$ cat src/rtl/urv_dm_wb_bridge.sv
// uRV data-memory to Wishbone classic bridge: IDLE/BUS/RESP FSM, one-entry pending buffer, sticky
// error capture. Define URV_DM_WB_TIMEOUT_EN to build the BUS wait-state timeout counter.
module urv_dm_wb_bridge #(
    parameter int unsigned g_timeout_cycles = 255,
    parameter logic [31:0] g_error_data     = 32'h0000_0000
) (
    input  logic        clk_i,
    input  logic        rst_n_i,
    input  logic [31:0] dm_addr_i,
    input  logic [31:0] dm_data_s_i,
    input  logic [3:0]  dm_data_select_i,
    input  logic        dm_store_i,
    input  logic        dm_load_i,
    output logic [31:0] dm_data_l_o,
    output logic        dm_load_done_o,
    output logic        dm_store_done_o,
    output logic [31:0] wb_adr_o,
    output logic [31:0] wb_dat_o,
    output logic [3:0]  wb_sel_o,
    output logic        wb_cyc_o,
    output logic        wb_stb_o,
    output logic        wb_we_o,
    input  logic [31:0] wb_dat_i,
    input  logic        wb_ack_i,
    input  logic        wb_err_i,
    output logic        bus_error_o,
    output logic [31:0] bus_error_addr_o,
    input  logic        bus_error_clr_i,
    output logic        proto_error_o
);

    typedef enum logic [1:0] {StIdle, StBus, StResp} state_e;

    state_e      state_q, state_d;
    logic [31:0] wb_adr_q, wb_adr_d, wb_dat_q, wb_dat_d, req_addr_q, req_addr_d;
    logic [3:0]  wb_sel_q, wb_sel_d;
    logic        wb_we_q, wb_we_d, wb_cyc_q, wb_cyc_d;
    logic [31:0] dm_data_l_q, dm_data_l_d;
    logic        load_done_q, load_done_d, store_done_q, store_done_d;
    logic        bus_error_q, bus_error_d, proto_error_q, proto_error_d;
    logic [31:0] bus_error_addr_q, bus_error_addr_d;
    logic        pend_valid_q, pend_valid_d, pend_we_q, pend_we_d;
    logic [31:0] pend_addr_q, pend_addr_d, pend_dat_q, pend_dat_d;
    logic [3:0]  pend_sel_q, pend_sel_d;

    logic        req, proto_evt, fail, issue, timeout;
    logic [31:0] iss_addr, iss_dat;
    logic [3:0]  iss_sel;
    logic        iss_we;

    assign req = dm_load_i | dm_store_i;

`ifdef URV_DM_WB_TIMEOUT_EN
    logic [15:0] tmo_cnt_q, tmo_cnt_d;
    assign timeout = (state_q == StBus) && (32'(tmo_cnt_q) + 32'd1 == g_timeout_cycles);
`else
    assign timeout = 1'b0;
`endif

    always_comb begin
        state_d          = state_q;
        wb_adr_d         = wb_adr_q;
        wb_dat_d         = wb_dat_q;
        wb_sel_d         = wb_sel_q;
        wb_we_d          = wb_we_q;
        wb_cyc_d         = wb_cyc_q;
        req_addr_d       = req_addr_q;
        dm_data_l_d      = dm_data_l_q;
        load_done_d      = 1'b0;
        store_done_d     = 1'b0;
        bus_error_addr_d = bus_error_addr_q;
        pend_valid_d     = pend_valid_q;
        pend_addr_d      = pend_addr_q;
        pend_dat_d       = pend_dat_q;
        pend_sel_d       = pend_sel_q;
        pend_we_d        = pend_we_q;
        proto_evt        = dm_load_i & dm_store_i;
        fail             = 1'b0;
        issue            = 1'b0;
        // A simultaneous load/store resolves to the store.
        iss_addr         = dm_addr_i;
        iss_dat          = dm_data_s_i;
        iss_sel          = dm_data_select_i;
        iss_we           = dm_store_i;
`ifdef URV_DM_WB_TIMEOUT_EN
        tmo_cnt_d        = tmo_cnt_q;
`endif

        unique case (state_q)
            StIdle: issue = req;
            StBus: begin
`ifdef URV_DM_WB_TIMEOUT_EN
                tmo_cnt_d = tmo_cnt_q + 16'd1;
`endif
                if (req) begin
                    if (pend_valid_q) begin
                        proto_evt = 1'b1;
                    end else begin
                        pend_valid_d = 1'b1;
                        pend_addr_d  = dm_addr_i;
                        pend_dat_d   = dm_data_s_i;
                        pend_sel_d   = dm_data_select_i;
                        pend_we_d    = dm_store_i;
                    end
                end
                if (wb_ack_i || wb_err_i || timeout) begin
                    state_d      = StResp;
                    wb_cyc_d     = 1'b0;
                    fail         = wb_err_i | ~wb_ack_i;
                    load_done_d  = ~wb_we_q;
                    store_done_d = wb_we_q;
                    if (!wb_we_q) dm_data_l_d = fail ? g_error_data : wb_dat_i;
                end
            end
            StResp: begin
                state_d = StIdle;
                if (pend_valid_q) begin
                    issue        = 1'b1;
                    iss_addr     = pend_addr_q;
                    iss_dat      = pend_dat_q;
                    iss_sel      = pend_sel_q;
                    iss_we       = pend_we_q;
                    // The buffered request leaves, so a new pulse can take its slot.
                    pend_valid_d = req;
                    pend_addr_d  = dm_addr_i;
                    pend_dat_d   = dm_data_s_i;
                    pend_sel_d   = dm_data_select_i;
                    pend_we_d    = dm_store_i;
                end else begin
                    issue = req;
                end
            end
            default: state_d = StIdle;
        endcase

        if (issue) begin
            state_d    = StBus;
            wb_adr_d   = {iss_addr[31:2], 2'b00};
            wb_dat_d   = iss_dat;
            wb_sel_d   = iss_sel;
            wb_we_d    = iss_we;
            wb_cyc_d   = 1'b1;
            req_addr_d = iss_addr;
`ifdef URV_DM_WB_TIMEOUT_EN
            tmo_cnt_d  = 16'd0;
`endif
        end

        if (fail && !bus_error_q) bus_error_addr_d = req_addr_q;
        bus_error_d   = bus_error_clr_i ? 1'b0 : (bus_error_q | fail);
        proto_error_d = bus_error_clr_i ? 1'b0 : (proto_error_q | proto_evt);
    end

    always_ff @(posedge clk_i or negedge rst_n_i) begin
        if (!rst_n_i) begin
            state_q          <= StIdle;
            wb_adr_q         <= '0;
            wb_dat_q         <= '0;
            wb_sel_q         <= '0;
            wb_we_q          <= 1'b0;
            wb_cyc_q         <= 1'b0;
            req_addr_q       <= '0;
            dm_data_l_q      <= '0;
            load_done_q      <= 1'b0;
            store_done_q     <= 1'b0;
            bus_error_q      <= 1'b0;
            bus_error_addr_q <= '0;
            proto_error_q    <= 1'b0;
            pend_valid_q     <= 1'b0;
            pend_addr_q      <= '0;
            pend_dat_q       <= '0;
            pend_sel_q       <= '0;
            pend_we_q        <= 1'b0;
`ifdef URV_DM_WB_TIMEOUT_EN
            tmo_cnt_q        <= '0;
`endif
        end else begin
            state_q          <= state_d;
            wb_adr_q         <= wb_adr_d;
            wb_dat_q         <= wb_dat_d;
            wb_sel_q         <= wb_sel_d;
            wb_we_q          <= wb_we_d;
            wb_cyc_q         <= wb_cyc_d;
            req_addr_q       <= req_addr_d;
            dm_data_l_q      <= dm_data_l_d;
            load_done_q      <= load_done_d;
            store_done_q     <= store_done_d;
            bus_error_q      <= bus_error_d;
            bus_error_addr_q <= bus_error_addr_d;
            proto_error_q    <= proto_error_d;
            pend_valid_q     <= pend_valid_d;
            pend_addr_q      <= pend_addr_d;
            pend_dat_q       <= pend_dat_d;
            pend_sel_q       <= pend_sel_d;
            pend_we_q        <= pend_we_d;
`ifdef URV_DM_WB_TIMEOUT_EN
            tmo_cnt_q        <= tmo_cnt_d;
`endif
        end
    end

    assign wb_adr_o         = wb_adr_q;
    assign wb_dat_o         = wb_dat_q;
    assign wb_sel_o         = wb_sel_q;
    assign wb_we_o          = wb_we_q;
    assign wb_cyc_o         = wb_cyc_q;
    assign wb_stb_o         = wb_cyc_q;
    assign dm_data_l_o      = dm_data_l_q;
    assign dm_load_done_o   = load_done_q;
    assign dm_store_done_o  = store_done_q;
    assign bus_error_o      = bus_error_q;
    assign bus_error_addr_o = bus_error_addr_q;
    assign proto_error_o    = proto_error_q;

endmodule

$ cat config.mk
export PLATFORM = sky130hd
export DESIGN_NAME = urv_dm_wb_bridge
export DESIGN_NICKNAME = d
export VERILOG_FILES = /design/src/rtl/urv_dm_wb_bridge.sv
export SDC_FILE = /design/constraint.sdc
export NUM_CORES = 1
export LEC_CHECK = 0
export CORE_ASPECT_RATIO = 0.7
export CORE_MARGIN = 3
export CORE_UTILIZATION = 26
export CTS_CLUSTER_DIAMETER = 200
export DETAILED_ROUTE_END_ITERATION = 10
export HOLD_SLACK_MARGIN = 0.03
export PLACE_DENSITY_LB_ADDON = 0.3
export SYNTH_ARGS = -nofsm -noshare
export SYNTH_HDL_FRONTEND = slang
export SYNTH_SLANG_ARGS = --single-unit
export TNS_END_PERCENT = 30
$ cat constraint.sdc
create_clock -name clk_i -period 1.99 [get_ports clk_i]
set_clock_uncertainty 0.05 [all_clocks]
set_input_delay 0.4975 -clock clk_i [delete_from_list [all_inputs] [get_ports clk_i]]
set_output_delay 0.4975 -clock clk_i [all_outputs]
set_load 0.05 [all_outputs]
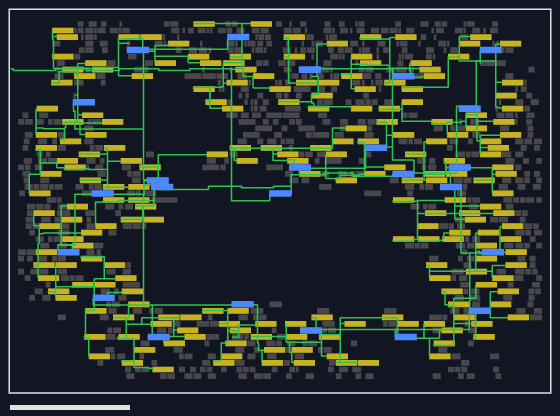
*Clock distribution*
Scale bar: 50 um.
[blue] clock drivers | count: 24
[green] clock wires | length: 3,130 um
[yellow] flip-flops | count: 210
routed clock nets: 25
Clk network pwr share: 17.9%
Latency at later pin: 520 ps

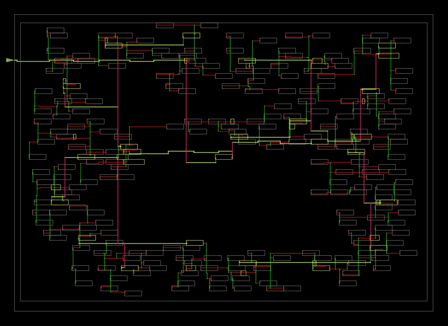
*Clock routing*
Num CTS Buffers: 24
Clk. pwr: 4410 uW
flop count: 210
clock buffers: 35
clock sinks: 210

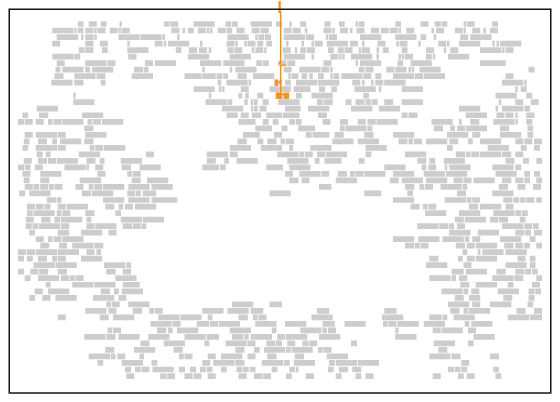
*Nets reached from selected ports*
[orange] bus_error_clr_i | direction: input | edge: top | end cells: 3 | wire: 43.5 um
number of port buffers: 243
IO Pins: 246

==> impl_metrics.py <==
# Generated from Yosys and OpenROAD reports
metrics = {
    "die": {
        "dieArea_sq_um": 35940,
        "die_y_um": 159.5,
        "rows": 55,
        "core_area_sq_um": 32760,
        "die_width_um": 225.3,
    },
    "detailed_routing": {
        "dr.pass1.iters": 4,
        "vias_per_cell": 4.330,
        "wl_met2_mm": 9.822,
        "ant_nets": 0,
        "highest_layer": "met5",
        "vias": 5724,
    },
    "logic_synthesis": {
        "synth_seq_share_pct": 60.03,
        "synthDistinctLibCells": 27,
        "synth_top_cell_by_area": "dfrtp_1",
        "yosys-top-cells-count": "dfrtp_1 (210), mux2_2 (91), and2_1 (69), a221o_1 (68), nand2_1 (36)",
        "area_leaders": "dfrtp_1 (60%), mux2_2 (12%), a221o_1 (7.8%), and2_1 (4.9%), mux2i_1 (3.8%)",
        "syn_area_sq_um": 8753,
        "yosys_most_used_dff": "dfrtp_1",
        "yosys_cells": 649,
        "synth_warnings": 0,
        "top_cell": "dfrtp_1",
        "top_cell_area_share_pct": 60.03,
        "ys_ff": 210,
        "syn_inst": 649,
        "avgSynthCellArea_sq_um": 13.49,
        "synthArstFlopShare_pct": 100.0,
    },
    "cts": {
        "cts_tree": "built",
        "clockBufferDepth": 3,
        "postCtsHoldBufs": 1,
        "cts_setup_buffers": 0,
        "htreeDepth": 1,
        "ctsResizeCount": 0,
    },
    "grt": {
        "grt_use_met3_pct": 3.520,
        "antenna_found_initial": 2,
        "grt_pass1_vias": 5880,
        "track_usage_pct": 12.55,
        "use_met1_pct": 18.45,
        "top_usage_layer": "met1",
        "grt_pass1_wl_mm": 35.78,
        "grt_use_met2_pct": 18.23,
    },
    "pwr": {
        "peakVddDrop_mv": 0.9340,
        "combPwrFrac_pct": 50.9,
        "p_sw_uw": 10700,
        "internal-power_uw": 13960,
        "p_seq_share_pct": 31.2,
        "power.leakage_uw": 0.005457,
        "top_power_group": "combinational cells",
        "pg_seq_uw": 7690,
        "switching_share_pct": 43.38,
    },
    "final_timing": {
        "period_used_pct": 91.28,
        "fmax_mhz": 550.5,
        "hold_viol": 0,
        "setup_viol": 0,
        "finalCriticalPeriod_ps": 1816,
        "slew_viol_final": 0,
        "fin_tns_setup_ps": 0,
        "whs_ps": 412.0,
        "rsz0062_at_grt": "no",
    },
    "placed_design": {
        "dp_slack_ps": -230.9,
        "placed_cells": 1277,
        "dpl_cell_area_sq_um": 11350,
    },
    "finish": {
        "syn2layout_area_growth_pct": 38.82,
        "fillers": 3195,
        "final_cell_area_sq_um": 12150,
        "ff_latch_area_sq_um": 5255,
        "fin_util_pct": 37.10,
        "most-common-layout-cells": "dfrtp_1 (210), buf_4 (155), clkdlybuf4s50_1 (105)",
        "nNetsFinal": 984,
    },
    "worst_setup_path": {
        "crit_start": "state_q[0]$_DFFE_PN0P_",
        "r2r_cells": 4,
        "worstSetupEndpointType": "flop",
        "critical_path_required_ps": 2350,
        "cp_max_fo": 26,
        "startpoint_type": "flop",
        "r2r-end": "pend_addr_q[22]$_DFFE_PN0P_",
        "r2r_slack_ps": 170,
        "cpPeakStageDelay_ps": 530,
    },
    "run_status": {
        "status": "completed",
    },
    "flow_run": {
        "drv_cap": 0,
    },
}
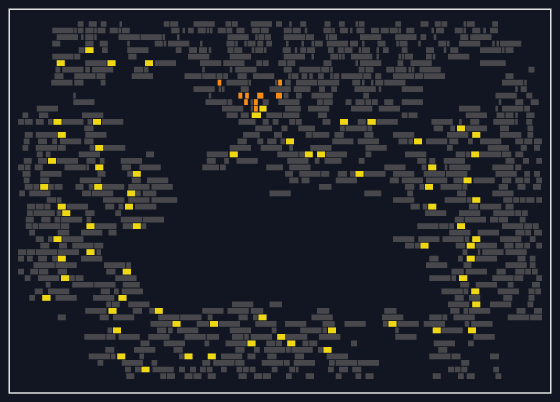
*Gate-type map*
[yellow] AND-OR and OR-AND gates | cells: 70
[orange] inverting AOI/OAI gates | cells: 9 | where: top centre
Finished Layout Cells: 1,322
Commonest Layout Cell: dfrtp_1
Comb/total area: 24.26%

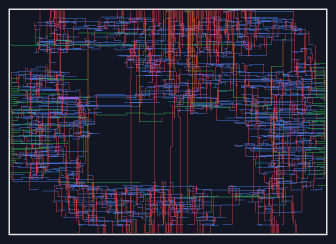
*Wiring by layer*
[red] metal 2 | wire length: 9,820 um
[green] metal 3 | wire length: 1,460 um
[orange] metal 4 | wire length: 501 um
[purple] metal 5 | wire length: 12.9 um
[blue] metal 1 | wire length: 11,100 um
Routed WL: 22.92 mm
WL per Instance: 17.34 um

## critical path, delay by kind of cell (launching register included)
family | cells | cell delay, ps
muxes | 1 | 310
and+or+nand+nor | 1 | 140
AOI/OAI and AO/OA | 1 | 460
DFF | 1 | 530
buffers and inverters | 1 | 190
## kinds of logic after synthesis
kind of cell | after synthesis | share of synthesized area, %
DFF | 210 | 60.03
buffers and inverters | 107 | 6.618
AOI/OAI and AO/OA | 79 | 8.548
other | 1 | 0.04284
muxes | 134 | 17.20
and+or+nand+nor | 118 | 7.561
## area by class of cell
| cell class | instances | share of cell area [%] |
|---|---|---|
| diodes | 1 | 0.02059 |
| flip-flops and latches | 210 | 43.25 |
| well taps | 427 | 4.397 |
| repair buffers | 275 | 20.57 |
| clock buffers | 35 | 5.612 |
| clock inverters | 8 | 0.8752 |
| multi-input cells | 333 | 24.26 |
| inverters | 33 | 1.019 |
## worst min-delay path by stage
stage | to | cells past startpoint | start | slack [ps]
detailed placement | bus_error_addr_o[16]$_DFFE_PN0P_ | 1 | rst_n_i | 390
CTS | bus_error_addr_o[16]$_DFFE_PN0P_ | 2 | rst_n_i | 410
global placement | bus_error_addr_o[16]$_DFFE_PN0P_ | 1 | rst_n_i | 390
floorplan | bus_error_addr_o[0]$_DFFE_PN0P_ | 0 | rst_n_i | 150
finish | bus_error_addr_o[16]$_DFFE_PN0P_ | 2 | rst_n_i | 410
global route | bus_error_addr_o[16]$_DFFE_PN0P_ | 2 | rst_n_i | 430
## state kept, by name, summed over array words and instances, names as in the netlist, 2 cells and up
name              count
bus_error_addr_o     32
dm_data_l_o          32
pend_addr_q          32
pend_dat_q           32
req_addr_q           32
wb_dat_o             32
pend_sel_q            4
wb_sel_o              4
state_q               2
Power is estimated from default activity; no workload was simulated.
